===== config.mk =====
export PLATFORM = sky130hd
export DESIGN_NAME = stream_capture
export DESIGN_NICKNAME = d
export VERILOG_FILES = /design/src/rtl/stream_capture_pkg.sv /design/src/rtl/stream_pos_counter.sv /design/src/rtl/stream_capture.sv
export SDC_FILE = /design/constraint.sdc
export NUM_CORES = 1
export LEC_CHECK = 0
export CAP_MARGIN = 10
export CORE_ASPECT_RATIO = 1.1
export CORE_UTILIZATION = 30
export DETAILED_ROUTE_END_ITERATION = 10
export GPL_TIMING_DRIVEN = 1
export PLACE_DENSITY = 0.53
export SYNTH_ARGS = -nofsm -noshare
export SYNTH_HDL_FRONTEND = slang
export SYNTH_SLANG_ARGS = --single-unit

===== constraint.sdc =====
create_clock -name Clk_in -period 4.2 [get_ports Clk_in]
set_input_delay 0.84 -clock Clk_in [delete_from_list [all_inputs] [get_ports Clk_in]]
set_output_delay 0.84 -clock Clk_in [all_outputs]
set_load 0.02 [all_outputs]

===== src/rtl/stream_capture_pkg.sv =====
// Shared types and constants for the stream capture block.
// Holds the capture FSM encoding, default geometry and pixel width.
package stream_capture_pkg;

    typedef enum logic [1:0] {
        IDLE      = 2'd0,
        CAPTURE   = 2'd1,
        WAIT_JUMP = 2'd2,
        DONE      = 2'd3
    } state_t;

    localparam int DEF_W      = 256;
    localparam int DEF_H      = 256;
    localparam int DEF_ADDR_W = 16;
    localparam int PIX_W      = 24;

    // Counter width able to hold values 0..n inclusive.
    function automatic int cnt_width(input int n);
        return (n < 1) ? 1 : $clog2(n + 1);
    endfunction

endpackage


===== src/rtl/stream_pos_counter.sv =====
// Column / row / frame-address counters for the capture path.
// The address is kept incrementally; a row advance realigns it to the next row base.
module stream_pos_counter
    import stream_capture_pkg::*;
#(
    parameter int W      = DEF_W,
    parameter int H      = DEF_H,
    parameter int ADDR_W = DEF_ADDR_W,
    parameter int COL_W  = cnt_width(W),
    parameter int ROW_W  = cnt_width(H)
) (
    input  logic              i_clk,
    input  logic              i_rst_n,
    input  logic              i_first,
    input  logic              i_inc,
    input  logic              i_row_adv,
    output logic [COL_W-1:0]  o_col,
    output logic [ROW_W-1:0]  o_row,
    output logic [ADDR_W-1:0] o_addr
);

    localparam logic [ADDR_W-1:0] ROW_STEP = ADDR_W'(W);

    logic [COL_W-1:0]  r_col;
    logic [ROW_W-1:0]  r_row;
    logic [ADDR_W-1:0] r_addr;
    logic [ADDR_W-1:0] r_row_base;

    always_ff @(posedge i_clk or negedge i_rst_n) begin
        if (!i_rst_n) begin
            r_col      <= '0;
            r_row      <= '0;
            r_addr     <= '0;
            r_row_base <= '0;
        end else if (i_first) begin
            // Pixel 0 is written this cycle, so the next free slot is address 1.
            r_col      <= COL_W'(1);
            r_row      <= '0;
            r_addr     <= ADDR_W'(1);
            r_row_base <= '0;
        end else if (i_row_adv) begin
            r_col      <= '0;
            r_row      <= r_row + ROW_W'(1);
            r_row_base <= r_row_base + ROW_STEP;
            r_addr     <= r_row_base + ROW_STEP;
        end else if (i_inc) begin
            r_col  <= r_col + COL_W'(1);
            r_addr <= r_addr + ADDR_W'(1);
        end
    end

    assign o_col  = r_col;
    assign o_row  = r_row;
    assign o_addr = r_addr;

endmodule


===== src/rtl/stream_capture.sv =====
// Captures a raster pixel stream into frame RAM write strobes.
// Detects short/long rows, stray Start pulses and valid+jump collisions via a sticky error.
module stream_capture
    import stream_capture_pkg::*;
#(
    parameter int W      = DEF_W,
    parameter int H      = DEF_H,
    parameter int ADDR_W = DEF_ADDR_W
) (
    input  logic              Clk_in,
    input  logic              Rst_n_in,
    input  logic              Start_in,
    input  logic              H_Valid_in,
    input  logic              H_Jump_in,
    input  logic [PIX_W-1:0]  Bmp_Data,
    output logic              Wr_En_out,
    output logic [ADDR_W-1:0] Wr_Addr_out,
    output logic [PIX_W-1:0]  Wr_Data_out,
    output logic              Frame_Done_out,
    output logic              Busy_out,
    output logic              Err_out
);

    localparam int COL_W = cnt_width(W);
    localparam int ROW_W = cnt_width(H);
    localparam logic [COL_W-1:0] LAST_COL = COL_W'(W - 1);
    localparam logic [ROW_W-1:0] LAST_ROW = ROW_W'(H - 1);

    state_t            r_state;
    state_t            w_state_next;
    logic              r_wr_en, r_frame_done, r_busy, r_err;
    logic [ADDR_W-1:0] r_wr_addr;
    logic [PIX_W-1:0]  r_wr_data;

    logic              w_first, w_inc, w_row_adv;
    logic              w_wr_en, w_err;
    logic [ADDR_W-1:0] w_wr_addr;
    logic [PIX_W-1:0]  w_wr_data;
    logic [COL_W-1:0]  w_col;
    logic [ROW_W-1:0]  w_row;
    logic [ADDR_W-1:0] w_addr;

    stream_pos_counter #(
        .W      (W),
        .H      (H),
        .ADDR_W (ADDR_W),
        .COL_W  (COL_W),
        .ROW_W  (ROW_W)
    ) u_pos (
        .i_clk     (Clk_in),
        .i_rst_n   (Rst_n_in),
        .i_first   (w_first),
        .i_inc     (w_inc),
        .i_row_adv (w_row_adv),
        .o_col     (w_col),
        .o_row     (w_row),
        .o_addr    (w_addr)
    );

    always_comb begin
        w_state_next = r_state;
        w_first      = 1'b0;
        w_inc        = 1'b0;
        w_row_adv    = 1'b0;
        w_wr_en      = 1'b0;
        w_wr_addr    = r_wr_addr;
        w_wr_data    = r_wr_data;
        w_err        = r_err;

        if (Start_in && H_Valid_in) begin
            // A start in any state other than IDLE is a restart and leaves the error latched.
            w_first      = 1'b1;
            w_wr_en      = 1'b1;
            w_wr_addr    = '0;
            w_wr_data    = Bmp_Data;
            w_err        = (r_state == IDLE) ? 1'b0 : 1'b1;
            w_state_next = CAPTURE;
        end else begin
            unique case (r_state)
                IDLE: ;
                CAPTURE: begin
                    if (H_Jump_in) begin
                        // Still in CAPTURE means fewer than W pixels arrived: short row.
                        w_err        = 1'b1;
                        w_row_adv    = 1'b1;
                        w_state_next = (w_row == LAST_ROW) ? DONE : CAPTURE;
                    end else if (H_Valid_in) begin
                        w_wr_en   = 1'b1;
                        w_wr_addr = w_addr;
                        w_wr_data = Bmp_Data;
                        w_inc     = 1'b1;
                        if (w_col == LAST_COL) begin
                            w_state_next = WAIT_JUMP;
                        end
                    end
                end
                WAIT_JUMP: begin
                    if (H_Jump_in) begin
                        if (H_Valid_in) begin
                            w_err = 1'b1;
                        end
                        w_row_adv    = 1'b1;
                        w_state_next = (w_row == LAST_ROW) ? DONE : CAPTURE;
                    end else if (H_Valid_in) begin
                        w_err = 1'b1;
                    end
                end
                DONE:    w_state_next = IDLE;
                default: w_state_next = IDLE;
            endcase
        end
    end

    always_ff @(posedge Clk_in or negedge Rst_n_in) begin
        if (!Rst_n_in) begin
            r_state      <= IDLE;
            r_wr_en      <= 1'b0;
            r_wr_addr    <= '0;
            r_wr_data    <= '0;
            r_frame_done <= 1'b0;
            r_busy       <= 1'b0;
            r_err        <= 1'b0;
        end else begin
            r_state      <= w_state_next;
            r_wr_en      <= w_wr_en;
            r_wr_addr    <= w_wr_addr;
            r_wr_data    <= w_wr_data;
            r_frame_done <= (w_state_next == DONE);
            r_busy       <= (w_state_next == CAPTURE) || (w_state_next == WAIT_JUMP);
            r_err        <= w_err;
        end
    end

    assign Wr_En_out      = r_wr_en;
    assign Wr_Addr_out    = r_wr_addr;
    assign Wr_Data_out    = r_wr_data;
    assign Frame_Done_out = r_frame_done;
    assign Busy_out       = r_busy;
    assign Err_out        = r_err;

endmodule


==> run notes <==
Observations from the implementation run.

Critical path:
- The timing report shows that the slowest cell on the worst path is clkdlybuf4s50_1.
- The run gives the worst reg-to-reg setup slack as 2.01 ns.
- The run gives the worst path required time as ~4.4 ns.
- Data arrives at the worst endpoint at around 2.9 ns.
- Per the timing report, the most critical flop-to-flop path finishes at u_pos.o_addr[14]$_DFFE_PN0P_.
- The worst setup path is launched from an input pin.

GRT:
- met1 track demand over resource after global routing is just under 20%.

Floorplanning:
- around 73 I/O pins were placed.
- The run puts the initial core utilization at between 30% and 40%.
- The run puts the horizontal extent of the die at about 110 um.

Detailed routing:
- The script logs the ratio of routed vias to standard cells as 4.72.

Final layout:
- The final antenna diode tally reported by the flow is 0.
- The run gives the inverter tally of the final layout excluding the clock network as 10.
- The run puts the final-layout fill cell count at between 1k and 1.5k.

Logic synthesis:
- The run puts the fraction of synthesis flops using an asynchronous set or reset pin at 100%.
- The run gives the adder-cell share of the synthesized area as between 3 and 4%.
- The run puts the simple-gate share of the synthesized area at 23.2%.
- The run puts the share of the synthesized area in the top cell type at a little over half.

Outcome:
- The run finished with clean final reports.

Clocking:
- The run gives the maximum number of buffers from clock root to sink as 2.
- In this run the clock root is driven by a clkbuf_16.

Power and ir drop:
- The run puts the overall power consumption at ~0.0028 W.

Run:
- Warnings raised by the tools during the run amount to 28.

Timing:
- The run gives the actual transition at the worst max-transition pin as around 0.80 ns.
-- registers in the layout (all words and copies together) (netlist names) --
name              count
Busy_out              1
Err_out               1
Frame_Done_out        1
Wr_Addr_out          16
Wr_Data_out          24
Wr_En_out             1
r_state               2
u_pos.o_addr         16
u_pos.o_col           9
u_pos.o_row           9
u_pos.r_row_base      8
-- cell usage after synthesis, types with 4 or more instances --
cell type / instances
nor3_1: 11
xnor2_1: 14
xor2_1: 15
nor2_1: 31
nand2_1: 104
inv_1: 9
nand4_1: 15
o21ai_0: 12
buf_2: 6
a22o_1: 14
and3_1: 4
nand3_1: 20
ha_1: 10
a21oi_1: 7
dfrtp_1: 88
clkbuf_1: 10
-- worst reg2reg max path: stages, from the launching register on --
cell      delay, ns
dfrtp_1        0.53
ha_1           0.29
nand4_1        0.28
nor4_1         0.46
mux2_2         0.38
o221ai_1       0.16
-- cells in the final DEF (no fill, tap or decap), types with 4 or more instances in the layout --
master           count
a21oi_1              7
a22o_1              14
and3_1               4
buf_4                5
clkbuf_16            9
clkdlybuf4s50_1     71
dfrtp_1             88
ha_1                10
inv_1                9
nand2_1            104
nand3_1             20
nand4_1             15
nor2_1              31
nor3_1              11
o21ai_0             12
xnor2_1             14
xor2_1              15
-- through the flow --
step	utilization, %	cell area (um2)	hold slack (ns)	setup slack (ns)
2_1_floorplan	-	4100	0.450	2.09
3_3_place_gp	37.6	4990	0.456	1.26
3_5_place_dp	37.6	4990	0.461	1.19
4_1_cts	39.9	5290	0.476	1.54
5_1_grt	39.9	5290	0.498	1.39
6_report	39.9	5290	0.470	1.54
-- cell families after synthesis --
| logic type | count (synthesis) |
|---|---|
| flops | 88 |
| buf+inv | 31 |
| xor+xnor | 29 |
| simple gates | 208 |
| fa+ha+maj | 10 |
| mux | 3 |
| compound gates | 55 |
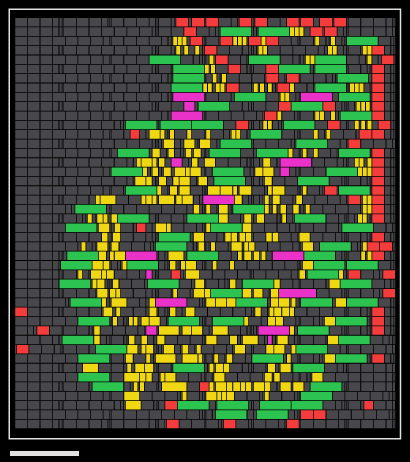
(images/class_map.png)
The bar under the picture is 20 um long. Fill, decap, tap and diode cells in gray.
Key: yellow = remaining logic cells [cells 315]; green = registers [cells 88]; red = remaining buffers and delay cells [cells 76]; magenta = clock drivers and dummy loads [cells 16]
standard cell core area: 13300 um2
fraction of area in registers: 41.6%
Util after Layout: 39.9%
row cnt: 44
post-layout instance area: 5290 um2

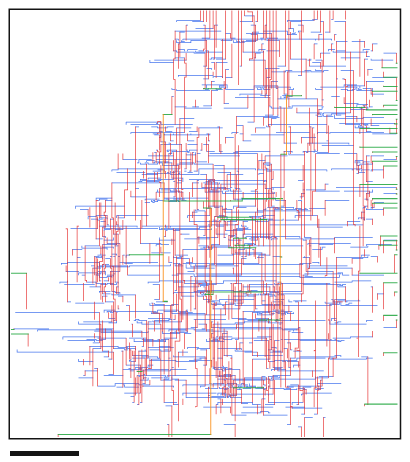
(images/layers.png)
The bar under the picture is 20 um long.
Key: orange = M4 [wire length 173 um]; red = M2 [wire length 4410 um]; green = M3 [wire length 358 um]; blue = M1 [wire length 4410 um]

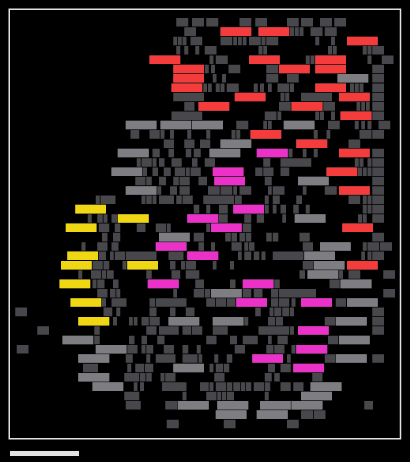
(images/ff_map.png)
The bar under the picture is 20 um long. Other sequential cells in the stronger gray, the rest of the logic in the fainter gray.
Key: red = Wr_Data_out [placed flops 24]; magenta = u_pos.o_addr [placed flops 16]; yellow = u_pos.o_row [placed flops 9, where west]
flip-flop and latch power: 0.00113 W
Flop area: 2200 um2

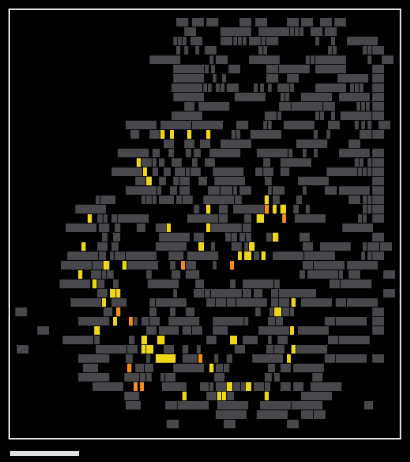
(images/gates.png)
The bar under the picture is 20 um long.
Key: orange = inv cells [cells 10, most used inv_1]; yellow = nor cells [cells 49, most used nor2_1]

Power and IR drop assume default switching activity.
